File: config.mk
export PLATFORM = sky130hd
export DESIGN_NAME = control_sequencer
export DESIGN_NICKNAME = d
export VERILOG_FILES = /design/src/rtl/control_sequencer.sv
export SDC_FILE = /design/constraint.sdc
export NUM_CORES = 1
export LEC_CHECK = 0
export CAP_MARGIN = 20
export CORE_AREA = 2 2 60 62
export DETAILED_ROUTE_END_ITERATION = 7
export DIE_AREA = 0 0 62 64
export GPL_TIMING_DRIVEN = 0
export PLACE_DENSITY = 0.81
export SYNTH_ARGS = -nofsm -noshare
export SYNTH_HDL_FRONTEND = slang
export SYNTH_SLANG_ARGS = --single-unit
File: constraint.sdc
create_clock -name clk -period 3.2 [get_ports clk]
set_input_delay 0.32 -clock clk [delete_from_list [all_inputs] [get_ports clk]]
set_output_delay 0.32 -clock clk [all_outputs]
set_load 0.01 [all_outputs]
File: src/rtl/control_sequencer.sv
// Four-state instruction sequencer driving ALU controls and acc/mem/PC strobes.
// Optional macro ILLEGAL_TRAP_EN: illegal opcodes halt and raise 'illegal' instead of acting as NOPs.
module control_sequencer #(
  parameter int OPW = 5,
  parameter int RCW = 16
) (
  input  logic           clk,
  input  logic           rst_n,
  input  logic           start,
  input  logic [OPW-1:0] opcode,
  input  logic           zr,
  input  logic           ng,
  output logic           zx,
  output logic           nx,
  output logic           zy,
  output logic           ny,
  output logic           f,
  output logic           no,
  output logic           ir_load,
  output logic           load_acc,
  output logic           load_mem,
  output logic           pc_load,
  output logic           pc_inc,
  output logic           busy,
  output logic           halted,
  output logic [RCW-1:0] retired
`ifdef ILLEGAL_TRAP_EN
  ,
  output logic           illegal
`endif
);

  // state  | meaning
  // IDLE   | waiting for start after reset
  // FETCH  | instruction register loads
  // DECODE | ALU controls registered from opcode
  // EXEC   | ALU computes with held controls
  // WRITE  | result/PC strobes issued, flags sampled
  // HALT   | stopped by 0x17 (or trapped illegal), waiting for start
  localparam logic [2:0] IDLE   = 3'd0;
  localparam logic [2:0] FETCH  = 3'd1;
  localparam logic [2:0] DECODE = 3'd2;
  localparam logic [2:0] EXEC   = 3'd3;
  localparam logic [2:0] WRITE  = 3'd4;
  localparam logic [2:0] HALT   = 3'd5;

  localparam logic [4:0] OP_HALT = 5'h17;

  logic [2:0]     r_state;
  logic [2:0]     w_next;
  logic [5:0]     r_alu;
  logic [OPW-1:0] r_op;
  logic [RCW-1:0] r_retired;
  logic [6:0]     w_map;
  logic           w_dec_hit;
  logic           w_op_illegal;
  logic           w_load_acc;
  logic           w_load_mem;
  logic           w_pc_load;
  logic           w_pc_inc;

  function automatic logic is_illegal(input logic [OPW-1:0] op);
    logic [4:0] low;
    low = op[4:0];
    return ((op >> 5) != '0) || (low > 5'h19);
  endfunction

  // {hit, zx, nx, zy, ny, f, no}; hit = 0 leaves the controls untouched
  function automatic logic [6:0] alu_map(input logic [4:0] op);
    case (op)
      5'h00: return 7'b1_101010;
      5'h01: return 7'b1_111111;
      5'h02: return 7'b1_111010;
      5'h03: return 7'b1_001100;
      5'h04: return 7'b1_110001;
      5'h05: return 7'b1_001101;
      5'h06: return 7'b1_100001;
      5'h07: return 7'b1_001111;
      5'h08: return 7'b1_110011;
      5'h09: return 7'b1_011111;
      5'h0A: return 7'b1_110111;
      5'h0B: return 7'b1_001110;
      5'h0C: return 7'b1_110010;
      5'h0D: return 7'b1_000010;
      5'h0E: return 7'b1_010011;
      5'h0F: return 7'b1_000111;
      5'h10: return 7'b1_000000;
      5'h11: return 7'b1_010101;
      5'h12: return 7'b1_101010;
      5'h13: return 7'b1_101010;
      default: return 7'b0_000000;
    endcase
  endfunction

  assign w_map        = alu_map(opcode[4:0]);
  assign w_dec_hit    = w_map[6] && !is_illegal(opcode);
  assign w_op_illegal = is_illegal(r_op);

  always_comb begin
    w_next = r_state;
    case (r_state)
      IDLE:    if (start) w_next = FETCH;
      FETCH:   w_next = DECODE;
      DECODE:  w_next = EXEC;
      EXEC:    w_next = WRITE;
      WRITE: begin
        w_next = FETCH;
        if (!w_op_illegal && (r_op[4:0] == OP_HALT)) w_next = HALT;
`ifdef ILLEGAL_TRAP_EN
        if (w_op_illegal) w_next = HALT;
`endif
      end
      HALT:    if (start) w_next = FETCH;
      default: w_next = IDLE;
    endcase
  end

  // Strobes decode from the registered state and opcode so the flags are only looked at in WRITE
  always_comb begin
    w_load_acc = 1'b0;
    w_load_mem = 1'b0;
    w_pc_load  = 1'b0;
    w_pc_inc   = 1'b0;
    if (r_state == WRITE) begin
      if (w_op_illegal) begin
`ifndef ILLEGAL_TRAP_EN
        w_pc_inc = 1'b1;
`endif
      end else if (r_op[4:0] <= 5'h12) begin
        w_load_acc = 1'b1;
        w_pc_inc   = 1'b1;
      end else begin
        case (r_op[4:0])
          5'h13: begin
            w_load_mem = 1'b1;
            w_pc_inc   = 1'b1;
          end
          5'h14: w_pc_load = 1'b1;
          5'h15: begin
            w_pc_load = zr;
            w_pc_inc  = !zr;
          end
          5'h16: begin
            w_pc_load = ng;
            w_pc_inc  = !ng;
          end
          5'h18: begin
            w_pc_load = !zr;
            w_pc_inc  = zr;
          end
          5'h19: begin
            w_pc_load = !ng;
            w_pc_inc  = ng;
          end
          default: ;
        endcase
      end
    end
  end

  always_ff @(posedge clk) begin
    if (!rst_n) begin
      r_state   <= IDLE;
      r_alu     <= '0;
      r_op      <= '0;
      r_retired <= '0;
    end else begin
      r_state <= w_next;
      if (r_state == DECODE) begin
        r_op <= opcode;
        if (w_dec_hit) r_alu <= w_map[5:0];
      end
      if (r_state == WRITE) r_retired <= r_retired + RCW'(1);
    end
  end

`ifdef ILLEGAL_TRAP_EN
  logic r_illegal;
  always_ff @(posedge clk) begin
    if (!rst_n) begin
      r_illegal <= 1'b0;
    end else if ((r_state == WRITE) && w_op_illegal) begin
      r_illegal <= 1'b1;
    end else if ((r_state == HALT) && start) begin
      r_illegal <= 1'b0;
    end
  end
  assign illegal = r_illegal;
`endif

  assign {zx, nx, zy, ny, f, no} = r_alu;
  assign ir_load  = (r_state == FETCH);
  assign busy     = (r_state == FETCH) || (r_state == DECODE) ||
                    (r_state == EXEC)  || (r_state == WRITE);
  assign halted   = (r_state == HALT);
  assign load_acc = w_load_acc;
  assign load_mem = w_load_mem;
  assign pc_load  = w_pc_load;
  assign pc_inc   = w_pc_inc;
  assign retired  = r_retired;

endmodule

==> impl_metrics.yaml, run 1 <==
# physical design summary
setup_path:
  r2r_cells: 4
  timing.rr.start: "r_state[1]$_SDFFE_PN0P_"
worst_hold_path:
  hold-path-endpoint: "r_op[3]$_SDFFE_PN0P_"
run_status:
  status: "finished clean"
clock_network:
  post_cts_resized: 0
  h-tree-depth: 2
  path_clk_slew_ps: 90
  insertion_delay_ps: 330
floorplanning:
  coreArea_mm2: 0.003284
  die_y_um: 64
global_route:
  grt_pass1_wl_um: 6327
  overflow: 0
  antenna_found_initial: 0
power_and_ir_drop:
  power_density_mw_per_mm2: 354.8
  vdd_drop_max_uv: 266.9
  p_comb_share_pct: 18.7
  p_sw_w: 0.0002103
run:
  max-cap-violations: 0
yosys:
  syn-instance-count: 209
placed_design:
  io_buffers: 37
  place_inst: 292
finish:
  lay_top_count: "clkdlybuf4s50_1"
  antenna_cells: 0
route:
  via_per_inst: 5.406
  wl_met2_um: 1725
  ant_nets: 0
final_timing:
  slew_viol_final: 0
## run 1: per-stage QoR
stage	cell area, um2	hold WS, ps	power, W	utilization, %
after floorplan	1684	441.7	0.0004978	-
after global placement	2112	461.7	0.0005525	64.30
after detailed placement	2112	473.6	0.0005547	64.30
after CTS	2163	405.4	0.0007714	65.87
after global routing	2163	442.5	0.0008085	65.87
final	2163	409.0	0.0007675	65.87
## run 1: power by group through the flow
stage	registers [W]	logic, W	clock network (W)
3_5_place_dp	0.000410	0.000144	0
6_report	0.000402	0.000144	0.000222
2_1_floorplan	0.000411	0.0000868	0
3_3_place_gp	0.000410	0.000142	0
4_1_cts	0.000402	0.000145	0.000225
5_1_grt	0.000405	0.000161	0.000243
## run 1: layout make-up
type / instances / area (um2) / share of cell area (%)
inverters: 8 / 30.03 / 1.388
multi-input cells: 159 / 999.7 / 46.21
clock buffers: 6 / 51.30 / 2.371
repair buffers: 37 / 370.4 / 17.12
well taps: 46 / 57.56 / 2.661
flip-flops and latches: 30 / 600.6 / 27.76
plain buffers: 12 / 53.80 / 2.487
## run 1: per-layer routing
metal	up-vias	GRT usage, %
met1	741	27.19
li1	822	-
met4	0	7.713
met3	5	7.692
met5	-	0
met2	43	32.16
## run 1: kinds of logic after synthesis
logic type	share of synthesized area (%)
adders and majority gates	4.458
and+or+nand+nor	30.31
buffers and inverters	4.978
xor gates and xnor gates	7.281
AOI/OAI and AO/OA	15.97
muxes	1.337
DFF	35.66
## run 1: registers in the layout, indices dropped and copies added, names as in the netlist
register,cells
r_alu,6
r_op,5
r_state,3
retired,16
## run 1: critical path, stage by stage, from the launching register on
cell             delay (ps)
dfxtp_1                 340
buf_4                   160
nor3b_4                 380
nand2_1                 120
and4b_1                 260
clkdlybuf4s50_1         530
Run 1, power grid:
Pins as bars on the die edge.
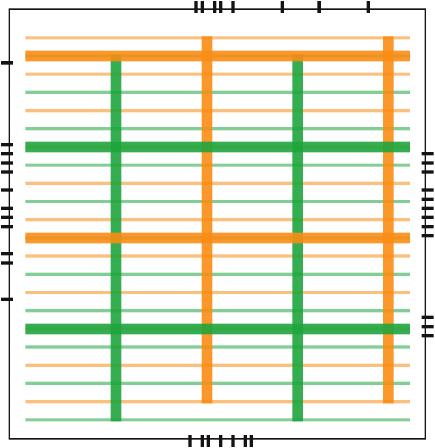
Orange stands for VDD. Green stands for VSS.
4 straps on met4. The core has 21 rows. 22 met1 rails follow the rows. 4 straps on met5.

Run 1, selected gate families:
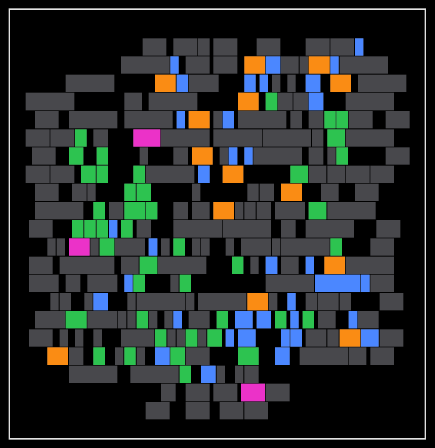
Orange stands for xor and xnor cells, cells 14. Blue stands for nor cells, cells 36. Green stands for aoi and oai cells, cells 42. Magenta stands for non-inverting ao/oa cells, cells 3.

Run 1, placed cells, one color a class:
Scale bar: 20 um. Fill, decap, tap and diode cells in gray.
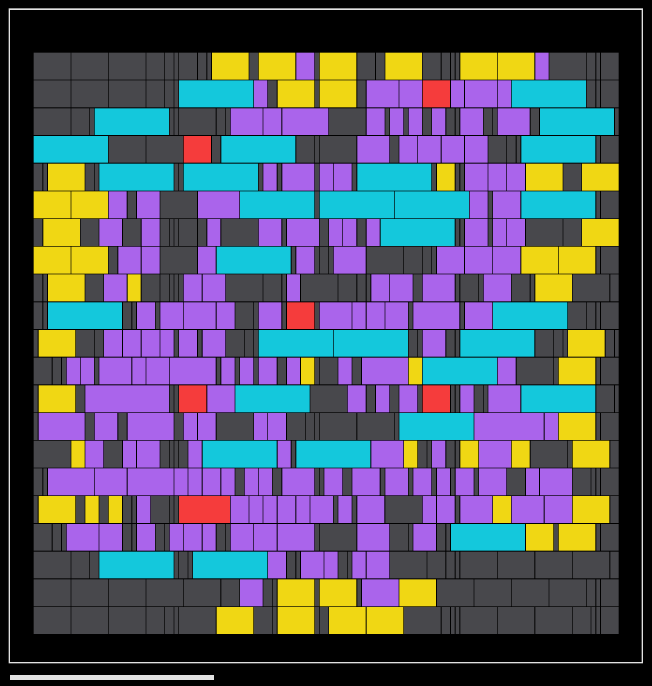
Red stands for clock drivers and dummy loads, cells 6. Cyan stands for registers, cells 30. Yellow stands for remaining buffers and delay cells, cells 49. Purple stands for remaining logic cells, cells 167.

Run 1, the clock network:
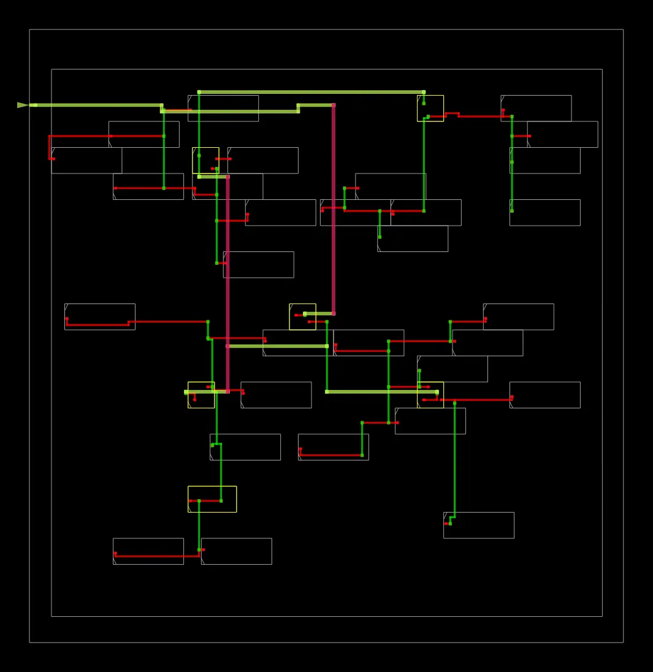
skew final: 8.965 ps
cts bufs inserted: 5

==> run 2, diff against run 1 <==
--- a/config.mk
+++ b/config.mk
@@ -6,11 +6,11 @@
 export NUM_CORES = 1
 export LEC_CHECK = 0
 export CAP_MARGIN = 20
-export CORE_AREA = 2 2 60 62
+export CORE_AREA = 2 2 62 64
 export DETAILED_ROUTE_END_ITERATION = 7
-export DIE_AREA = 0 0 62 64
+export DIE_AREA = 0 0 64 66
 export GPL_TIMING_DRIVEN = 0
-export PLACE_DENSITY = 0.81
+export PLACE_DENSITY = 0.77
 export SYNTH_ARGS = -nofsm -noshare
 export SYNTH_HDL_FRONTEND = slang
 export SYNTH_SLANG_ARGS = --single-unit
==> constraint.sdc (replaced) <==
create_clock -name clk -period 2.5 [get_ports clk]
set_input_delay 0.25 -clock clk [delete_from_list [all_inputs] [get_ports clk]]
set_output_delay 0.25 -clock clk [all_outputs]
set_load 0.01 [all_outputs]
Run 2, power grid:
Pins as bars on the die edge.
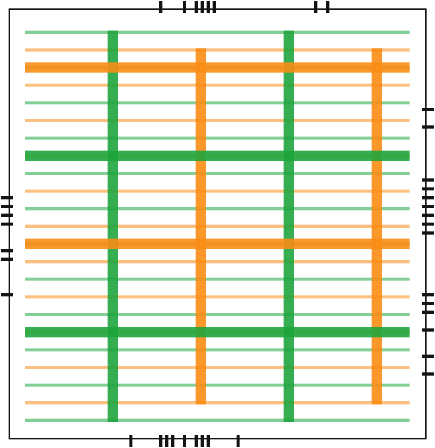
Orange stands for VDD. Green stands for VSS.
23 met1 rails follow the rows. The core has 22 rows.

==> impl_metrics.yaml, run 2 <==
# physical design summary
setup_path:
  crit_family: "buffers and inverters"
  cp_common_cell: "buf_2"
  crit_buf_inv: 3
  r2r_cells: 6
  cpMaxStageDelayCell: "clkdlybuf4s50_1"
  timing.rr.start: "r_state[1]$_SDFFE_PN0P_"
  path_cells: "buf_2 -> or3b_1 -> buf_2 -> a21oi_1 -> clkdlybuf4s50_1"
yosys:
  simple_gate_area_share_pct: 30.31
  syn-instance-count: 209
  aoi_share_pct: 15.97
  adder_share_pct: 4.458
power_and_ir_drop:
  p_total_w: 0.0009633
  power_density_mw_per_mm2: 441.2
  p_comb_share_pct: 19.4
clock_network:
  numCtsBuffers: 5
route:
  ant_nets: 0
  via_per_inst: 5.316
  wl_met2_um: 1883
floorplanning:
  die_y_um: 66
run_status:
  status: "finished clean"
finish:
  regArea_um2: 601.8
  comb_area_um2: 999.7
placed_design:
  io_buffers: 37
  place_inst: 294
worst_hold_path:
  hold-path-endpoint: "r_op[3]$_SDFFE_PN0P_"
final_timing:
  slew_viol_final: 0
  hold_slack_ps: 354.7
global_route:
  grt_pass1_wl_um: 6396
run:
  max-cap-violations: 0
Run 2, placed cells, one color a class:
Scale bar: 20 um. Fill, decap, tap and diode cells in gray.
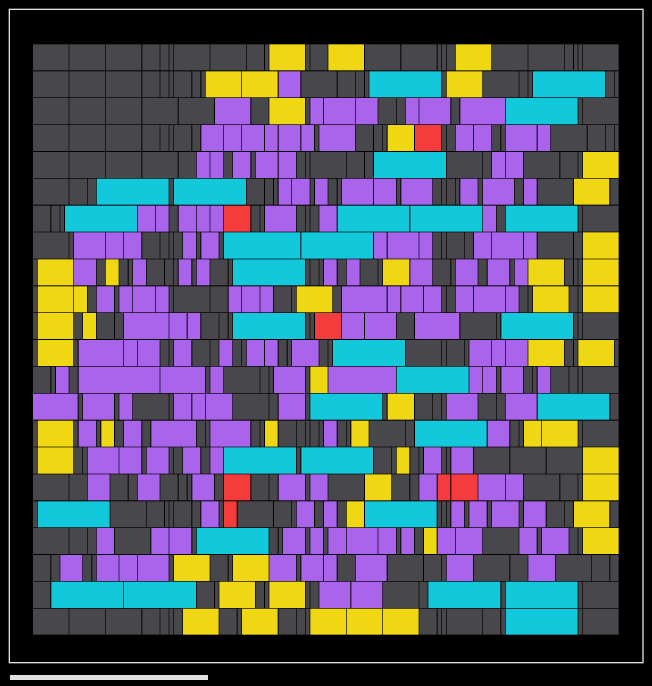
Yellow stands for remaining buffers and delay cells, cells 52. Purple stands for remaining logic cells, cells 167. Cyan stands for registers, cells 30. Red stands for clock drivers and dummy loads, cells 7.

-- run 2: cell types whose count changed in the layout (fill, tap and decap cells not counted) --
cell,change
dfxtp_1,-1
dfxtp_2,+1
clkbuf_8,-1
buf_4,+3
clkbuf_1,+2
-- run 2: layer usage --
| metal | track usage (%) | vias up |
|---|---|---|
| met1 | 21.62 | 742 |
| met5 | 0 | - |
| met4 | 7.337 | 0 |
| li1 | - | 827 |
| met3 | 5.111 | 10 |
| met2 | 34.51 | 37 |
-- run 2: through the flow --
stage	TNS (ps)	worst slack [ps]	util (%)	cell area (um2)
3_3_place_gp	0	397.4	59.55	2115
2_1_floorplan	0	754.4	-	1684
5_1_grt	-23.87	-15.93	61.49	2183
4_1_cts	0	121.1	60.82	2160
6_report	0	128.4	61.49	2183
3_5_place_dp	0	397.1	59.55	2115
-- run 2: final cells by class --
type | count | area share [%]
Inverter | 8 | 1.375
Multi-Input combinational cell | 159 | 45.79
Sequential cell | 30 | 27.56
Clock buffer | 7 | 2.063
Tap cell | 48 | 2.751
Buffer | 12 | 2.464
Timing Repair Buffer | 40 | 17.99
-- run 2: power by group through the flow --
stage / Sequential, W / Clock, W / Combinational [W]
6_report: 0.000515 / 0.000262 / 0.000187
5_1_grt: 0.000519 / 0.000289 / 0.000207
3_3_place_gp: 0.000525 / 0 / 0.000183
3_5_place_dp: 0.000526 / 0 / 0.000186
2_1_floorplan: 0.000526 / 0 / 0.000111
4_1_cts: 0.000515 / 0.000271 / 0.000187
-- run 2: kinds of logic after synthesis --
logic type                 after synthesis
and+or+nand+nor                         93
AOI/OAI and AO/OA                       45
DFF                                     30
buffers and inverters                   20
xor gates and xnor gates                14
adders and majority gates                6
muxes                                    1
-- run 2: timing repair --
action                                  4_1_cts  5_1_grt
buffers inserted                              0        3
endpoints found under the setup margin        0        3
resized                                       0        1
No activity file was given, so power comes from the tool's default toggle rates.
